**src/rtl/seq_div.sv**
```systemverilog
// seq_div - 16-bit by 8-bit unsigned sequential restoring divider.
//
// Ports:
//   clk   in   1  single clock, all state on its rising edge
//   rst   in   1  asynchronous active-high reset
//   start in   1  request to begin a division (accepted in IDLE or DONE)
//   a     in  16  unsigned dividend, captured on the accept edge
//   b     in   8  unsigned divisor, captured on the accept edge
//   q     out 16  registered quotient of the most recent completion
//   r     out  8  registered remainder of the most recent completion
//   busy  out  1  high while a division is in progress (RUN)
//   done  out  1  one-cycle pulse marking q/r/dbz valid (DONE)
//   dbz   out  1  divide-by-zero flag of the most recent result
//
// A normal division takes 16 RUN cycles, one quotient bit per cycle. A zero
// divisor spends a single RUN cycle and then reports q=FFFF, r=0, dbz=1.
module seq_div (
  input  logic        clk,
  input  logic        rst,
  input  logic        start,
  input  logic [15:0] a,
  input  logic [7:0]  b,
  output logic [15:0] q,
  output logic [7:0]  r,
  output logic        busy,
  output logic        done,
  output logic        dbz
);

  typedef enum logic [1:0] {IDLE, RUN, DONE} state_t;

  state_t      state_q, state_d;
  logic [15:0] shreg_q, shreg_d;   // dividend shifting out, quotient shifting in
  logic [7:0]  div_q,   div_d;
  logic [8:0]  rem_q,   rem_d;
  logic [3:0]  cnt_q,   cnt_d;
  logic        zero_q,  zero_d;    // accepted divisor was zero
  logic [15:0] quot_q,  quot_d;
  logic [7:0]  remo_q,  remo_d;
  logic        dbz_q,   dbz_d;

  logic [8:0]  rem_shift;
  logic [8:0]  rem_sub;
  logic        fits;
  logic [8:0]  rem_step;
  logic [15:0] shreg_step;

  // The remainder is always below the divisor between steps, so its top bit
  // is zero and dropping it in the shift loses nothing.
  assign rem_shift  = 9'({rem_q, shreg_q[15]});
  assign fits       = (rem_shift >= {1'b0, div_q});
  assign rem_sub    = rem_shift - {1'b0, div_q};
  assign rem_step   = fits ? rem_sub : rem_shift;
  assign shreg_step = {shreg_q[14:0], fits};

  always_comb begin
    state_d = state_q;
    shreg_d = shreg_q;
    div_d   = div_q;
    rem_d   = rem_q;
    cnt_d   = cnt_q;
    zero_d  = zero_q;
    quot_d  = quot_q;
    remo_d  = remo_q;
    dbz_d   = dbz_q;

    case (state_q)
      IDLE, DONE: begin
        if (start) begin
          shreg_d = a;
          div_d   = b;
          rem_d   = 9'd0;
          cnt_d   = 4'd0;
          zero_d  = (b == 8'd0);
          state_d = RUN;
        end else begin
          state_d = IDLE;
        end
      end

      RUN: begin
        if (zero_q) begin
          zero_d  = 1'b0;
          quot_d  = 16'hFFFF;
          remo_d  = 8'h00;
          dbz_d   = 1'b1;
          state_d = DONE;
        end else begin
          rem_d   = rem_step;
          shreg_d = shreg_step;
          cnt_d   = cnt_q + 4'd1;        // wraps 15 -> 0 on the last step
          if (cnt_q == 4'd15) begin
            quot_d  = shreg_step;
            remo_d  = rem_step[7:0];
            dbz_d   = 1'b0;
            state_d = DONE;
          end
        end
      end

      default: state_d = IDLE;
    endcase
  end

  always_ff @(posedge clk or posedge rst) begin
    if (rst) begin
      state_q <= IDLE;
      shreg_q <= 16'd0;
      div_q   <= 8'd0;
      rem_q   <= 9'd0;
      cnt_q   <= 4'd0;
      zero_q  <= 1'b0;
      quot_q  <= 16'd0;
      remo_q  <= 8'd0;
      dbz_q   <= 1'b0;
    end else begin
      state_q <= state_d;
      shreg_q <= shreg_d;
      div_q   <= div_d;
      rem_q   <= rem_d;
      cnt_q   <= cnt_d;
      zero_q  <= zero_d;
      quot_q  <= quot_d;
      remo_q  <= remo_d;
      dbz_q   <= dbz_d;
    end
  end

  // Status decodes straight from the state register so reset clears them
  // at once.
  assign busy = (state_q == RUN);
  assign done = (state_q == DONE);
  assign q    = quot_q;
  assign r    = remo_q;
  assign dbz  = dbz_q;

endmodule

```
**config.mk**
```make
export PLATFORM = sky130hd
export DESIGN_NAME = seq_div
export DESIGN_NICKNAME = d
export VERILOG_FILES = /design/src/rtl/seq_div.sv
export SDC_FILE = /design/constraint.sdc
export NUM_CORES = 1
export LEC_CHECK = 0
export CAP_MARGIN = 20
export CORE_MARGIN = 2
export CORE_UTILIZATION = 52
export DETAILED_ROUTE_END_ITERATION = 12
export PLACE_DENSITY_LB_ADDON = 0.12
export RECOVER_POWER = 25
export SLEW_MARGIN = 20
export SYNTH_ARGS = -nofsm -noshare
export SYNTH_HDL_FRONTEND = slang
export SYNTH_SLANG_ARGS = --single-unit
```
**constraint.sdc**
```tcl
create_clock -name clk -period 2.8 [get_ports clk]
set_input_delay 0.56 -clock clk [delete_from_list [all_inputs] [get_ports clk]]
set_output_delay 0.56 -clock clk [all_outputs]
set_load 0.03 [all_outputs]
```
### Clock network drawn from the DEF, run 1

Scale bar: 20 µm.
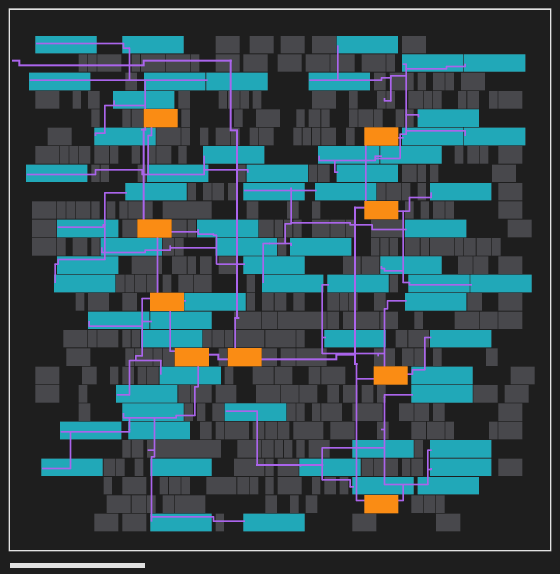
Cyan shows flip-flops, count 64. Purple shows clock wires, length 787 µm. Orange shows cells driving clock nets, count 9.
Position of the flops: spread over the die. There are 10 routed clock nets.
portion of total power attributed to the clock network: 14.8%
clock network power consumption: 0.784 mW
clk_lat worst skew: 0.33 ns
maximum clock skew at final layout: 0.01136 ns

### Clock routing, run 1

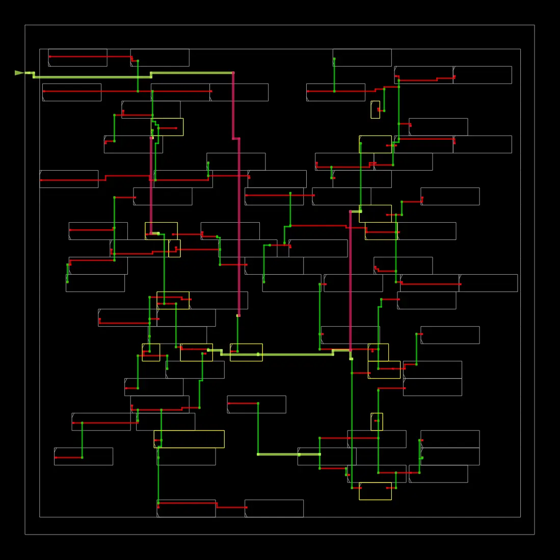
clock tree sinks: 64
Inserted Clock Buffers: 9
number of sequential cells: 64
clk_buf instances: 11

==> summary.rpt, run 1 <==
==== FLOW RESULTS ====
----------------------------------------------------
[Pwr]
  Max VDD drop ........................ approximately 0.00062 V
  Switching share of power ........................ 43.42%
  Overall Power ........................ 5.285 mW
  Top Consumer ........................ combinational logic

[Critical path]
  Required time at the endpoint of the critical path ........................ 3.05 ns
  Worst path top cell family by delay ........................ AND-OR/OR-AND gates
  Minimum setup slack among reg-to-reg paths ........................ 0.46 ns
  Worst path max stage delay ........................ 0.50 ns

[Final layout]
  Plain + repair buffers ........................ between 60 and 70
  Cell type taking the most area ........................ registers
  Portion of the layout cell area used by non-clock buffers ........................ 15.90%
  Layout Nets ........................ approximately 430

[Logic synthesis]
  Number of distinct standard cells referenced by the synthesized netlist ........................ 35
  Most used standard cells in the synthesized netlist ........................ 97 x sky130_fd_sc_hd__nand2_1, 64 x sky130_fd_sc_hd__dfrtp_1, 23 x sky130_fd_sc_hd__nor2_1
  Combined area of all synthesized cells ........................ approximately 3000 µm²
  Sequential-to-total area share from yosys stat ........................ 53.42%
  Tally of yosys warning messages ........................ 0
  Post-synthesis share of cell area spent on and, or, nand and nor gates ........................ approximately 22%
  Top post-synthesis cells by area ........................ sky130_fd_sc_hd__dfrtp_1 53%, sky130_fd_sc_hd__nand2_1 12%, sky130_fd_sc_hd__ha_1 3.8%
  Largest area contributor in the netlist ........................ sky130_fd_sc_hd__dfrtp_1
  Yosys xor share ........................ around 2.0%

[Status]
  Failing checks ........................ capacitance limit, slew limit
  Result of the run ........................ finished with violations

[Global routing]
  Number of global-route vias before repair ........................ around 2,300
  Busiest metal layer after global routing ........................ met1
  Largest net degree at the start of global routing ........................ 65
  Initial antenna violation count ........................ 0
  Global route overflow ........................ 0
  Met2 global-route usage ........................ about 32%
  Global-route wire length before repair ........................ around 11,000 µm

[Worst hold path]
  Worst Hold Endpoint ........................ dbz$_DFFE_PP0P_
  Hold depth ........................ 2

[Final timing]
  Worst Slack Setup Final ........................ between 0.4 and 0.5 ns
  Worst slack on hold paths ........................ 0.4784 ns
  Number of max-slew violations in the final report ........................ about 65
  Max_slew headroom ........................ -1.623%

[Job]
  Maxcap violations ........................ 1

[Detailed routing]
  Post-detailed-routing wire length ........................ 6751 µm
  Vias per Instance ........................ 5.418
  Antenna viol nets, final ........................ 0

[Clock network]
  Number of buffers inserted by hold repair at cts ........................ 0
  CTS Buffer Depth ........................ 2
  Clock transition at path regs ........................ approximately 0.07 ns
  Root buffer selected by CTS ........................ sky130_fd_sc_hd__clkbuf_8
  CTS tree ........................ done

[Floorplanning]
  Initial core utilization ........................ 54.11%

----------------------------------------------------
### Where the registers sit, run 1

Other sequential cells in the stronger grey, the rest of the logic in the fainter grey.
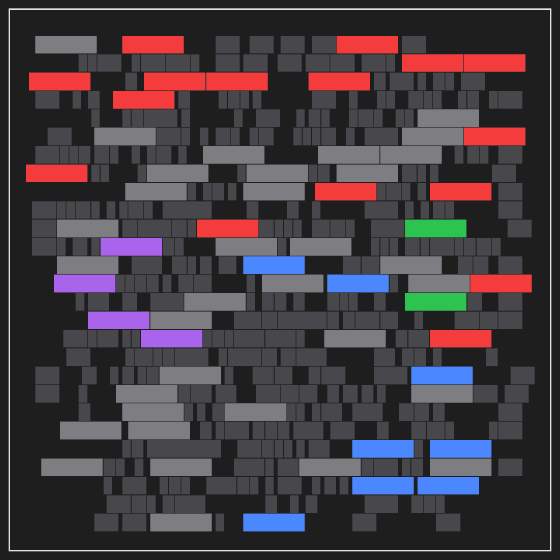
Red shows q, placed flops 16. Blue shows r, placed flops 8. Purple shows cnt_q, placed flops 4, where left middle. Green shows state_q, placed flops 2.
power in sequential cells: 1.66 mW
final cell utilization of the core: 69.02%
proportion of cell area occupied by registers: 41.88%

### Selected gate families, run 1

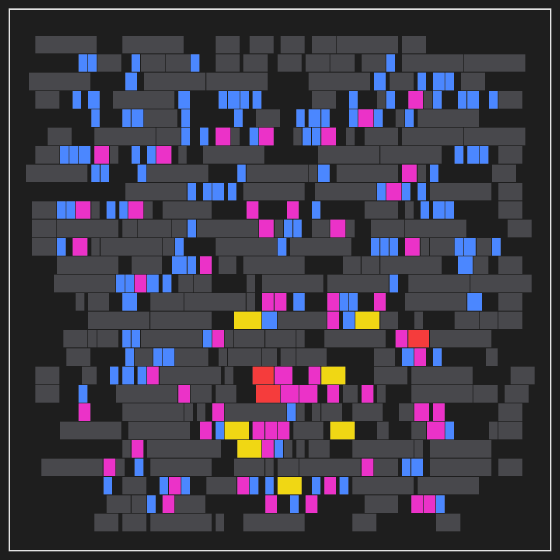
Red shows AND-OR and OR-AND gates, cells 3. Magenta shows inverting AOI/OAI gates, cells 56, most used o21ai_1. Yellow shows multiplexers, cells 7, most used mux2i_1, where bottom middle. Blue shows NAND gates, cells 124, most used nand2_1, where spread over the die.
logic gate fraction of the total cell area: 33.21%
commonest non-fill, non-tap cell in the layout: sky130_fd_sc_hd__nand2_1
Final Instance Count excl. Fillers: 471

==> run 1: worst max-delay path by stage <==
| stage | startpoint | endpoint | slack (ns) | cells past startpoint |
|---|---|---|---|---|
| global route | rst | zero_q$_DFFE_PP0P_ | 0.30 | 3 |
| floorplan | rst | cnt_q[0]$_DFFE_PP0P_ | 0.64 | 1 |
| finish | rem_q[1]$_DFFE_PP0P_ | r[0]$_DFFE_PP0P_ | 0.46 | 7 |
| detailed placement | rem_q[1]$_DFFE_PP0P_ | r[0]$_DFFE_PP0P_ | 0.50 | 7 |
| CTS | state_q[1]$_DFFE_PP0P_ | busy | 0.44 | 4 |
| global placement | rem_q[1]$_DFFE_PP0P_ | r[0]$_DFFE_PP0P_ | 0.60 | 7 |
### Cells by drive strength, run 1

Scale bar: 20 µm.
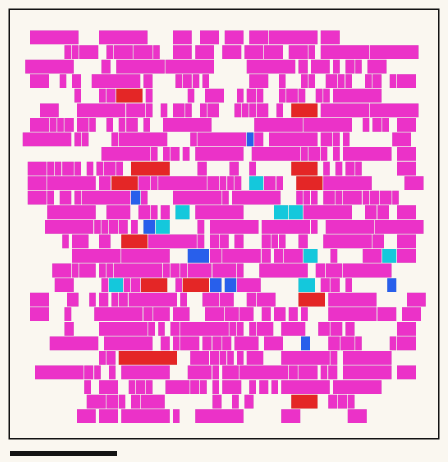

--- run 2 (diff from run 1) ---
- CORE_UTILIZATION: 52 -> 47
- clock period: 2.8 -> 2.1 ns (I/O delays scaled with it)
### Cells by drive strength, run 2

Scale bar: 20 µm.
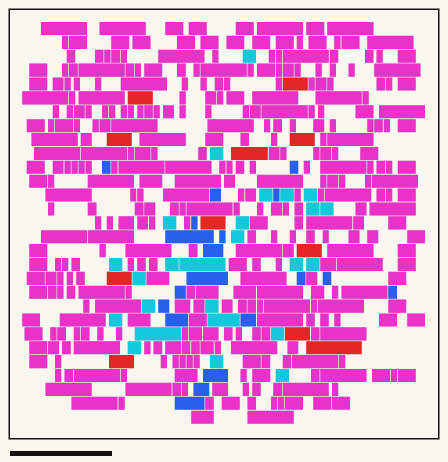
Cyan shows drive 3 to 4, cells 25, share 6.1%. Red shows drive 6 and up, cells 11, share 2.7%. Blue shows drive 2, cells 19, share 4.6%. Magenta shows drive 1 or less, cells 358, share 87%.
Worst Slack Setup Final: 0.09416 ns
Plain + repair buffers: 75
final non-filler cell area: 3979 µm²
post-synthesis to final-layout area growth: 32.72%

### Clock routing, run 2

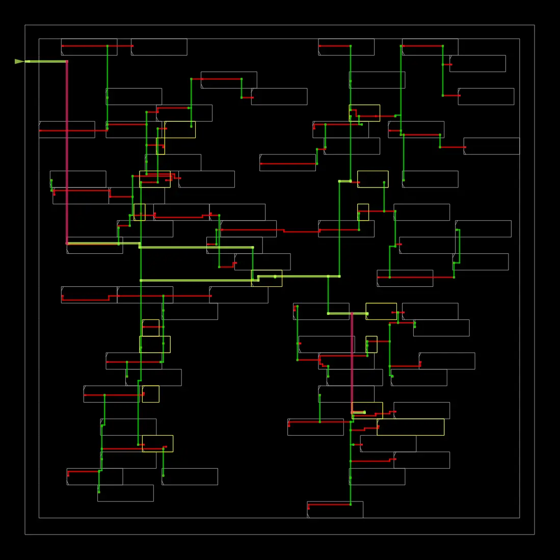
maximum clock skew at final layout: 0.01105 ns
clock network power consumption: 1.01 mW

### Selected gate families, run 2

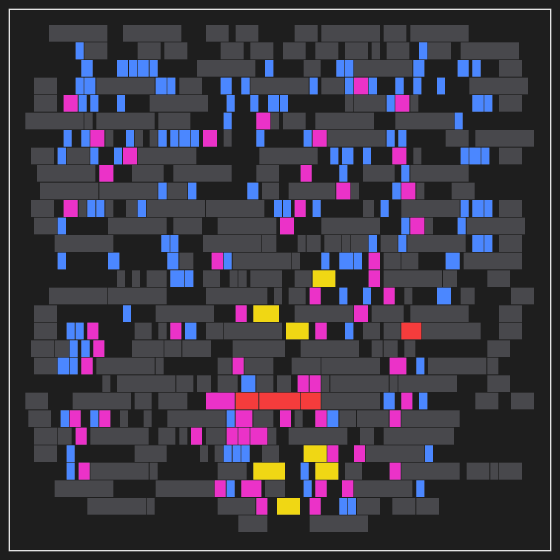
Red shows AND-OR and OR-AND gates, cells 4, where bottom middle. Yellow shows multiplexers, cells 7, most used mux2i_1, where bottom middle. Blue shows NAND gates, cells 124, most used nand2_1, where spread over the die. Magenta shows inverting AOI/OAI gates, cells 56, most used o21ai_1.
logic gate fraction of the total cell area: 33.55%
Final Instance Count excl. Fillers: 490

==> run 2 against run 1 <==
  * The flow now finishes without violations
  * Largest cell class unchanged
  * Critical path depth grew 3
  * Clock power grew 29%
  * Critical endpoint is now r[6]$_DFFE_PP0P_
  * Cell count increased by 4.0%
  * Worst setup slack worse by 0.37 ns
  * First-iteration DRC count shrank 29%
  * Synthesized cell count is the same
  * Sequential share of layout area decreased by 1.6 points
==> summary.rpt, run 2 <==
==== FLOW RESULTS ====
----------------------------------------------------
[Job]
  Maxcap violations ........................ 0

[Logic synthesis]
  Number of distinct standard cells referenced by the synthesized netlist ........................ 35
  Tally of yosys warning messages ........................ 0
  Largest area contributor in the netlist ........................ sky130_fd_sc_hd__dfrtp_1
  Yosys xor share ........................ around 2.0%
  Top post-synthesis cells by area ........................ sky130_fd_sc_hd__dfrtp_1 53%, sky130_fd_sc_hd__nand2_1 12%, sky130_fd_sc_hd__ha_1 3.8%
  Post-synthesis share of cell area spent on and, or, nand and nor gates ........................ 22.25%
  Most used standard cells in the synthesized netlist ........................ 97 x sky130_fd_sc_hd__nand2_1, 64 x sky130_fd_sc_hd__dfrtp_1, 23 x sky130_fd_sc_hd__nor2_1
  Combined area of all synthesized cells ........................ 2998 µm²
  Sequential-to-total area share from yosys stat ........................ between 50% and 60%

[Global routing]
  Initial antenna violation count ........................ 0
  Global route overflow ........................ 0
  Met2 global-route usage ........................ a little under a third
  Busiest metal layer after global routing ........................ met1
  Number of global-route vias before repair ........................ around 2,400
  Largest net degree at the start of global routing ........................ 24
  Global-route wire length before repair ........................ approximately 12,000 µm

[Clock network]
  CTS tree ........................ done
  Root buffer selected by CTS ........................ sky130_fd_sc_hd__clkbuf_8
  CTS Buffer Depth ........................ 2
  Number of buffers inserted by hold repair at cts ........................ 0
  Clock tree sinks ........................ ~64
  Clk_lat worst skew ........................ ~0.33 ns

[Final timing]
  Worst slack on hold paths ........................ 0.4856 ns
  Number of max-slew violations in the final report ........................ 0
  Max_slew headroom ........................ between 40% and 50%

[Final layout]
  Layout Nets ........................ ~450
  Commonest non-fill, non-tap cell in the layout ........................ sky130_fd_sc_hd__nand2_1
  Clk_buf instances ........................ 10
  Number of sequential cells ........................ around 64
  Portion of the layout cell area used by non-clock buffers ........................ 17.61%
  Proportion of cell area occupied by registers ........................ 40.28%
  Cell type taking the most area ........................ registers

[Detailed routing]
  Post-detailed-routing wire length ........................ 6918 µm
  Antenna viol nets, final ........................ 0
  Vias per Instance ........................ 5.182

[Critical path]
  Worst path top cell family by delay ........................ AND-OR/OR-AND gates
  Worst path max stage delay ........................ 0.39 ns
  Crit path launch ........................ shreg_q[15]$_DFFE_PP0P_
  Required time at the endpoint of the critical path ........................ approximately 2.3 ns
  Minimum setup slack among reg-to-reg paths ........................ 0.09 ns

[Pwr]
  Switching share of power ........................ approximately 43%
  Portion of total power attributed to the clock network ........................ a little over an eighth
  Max VDD drop ........................ 0.0007662 V
  Overall Power ........................ between 7 and 8 mW
  Part of the power in combinational logic ........................ 56.6%

[Floorplanning]
  Total die size ........................ roughly 7000 µm²
  Initial core utilization ........................ between 40% and 50%

[Status]
  Result of the run ........................ finished clean

[Worst hold path]
  Hold depth ........................ 2

----------------------------------------------------
[run 2: kinds of logic after synthesis]
| family | count (synthesis) |
|---|---|
| flops | 64 |
| compound gates | 59 |
| xor+xnor | 7 |
| mux | 7 |
| buf+inv | 31 |
| fa+ha+maj | 10 |
| simple gates | 159 |
[run 2: power by group through the flow]
stage | sequential [mW] | clock, mW | combinational [mW]
4_1_cts | 2.22 | 1.04 | 4.05
3_5_place_dp | 2.23 | 0 | 3.96
2_1_floorplan | 2.58 | 0 | 2.27
6_report | 2.23 | 1.01 | 4.23
3_3_place_gp | 2.21 | 0 | 3.88
5_1_grt | 2.32 | 1.10 | 4.69
No activity file was given, so power comes from the tool's default toggle rates.
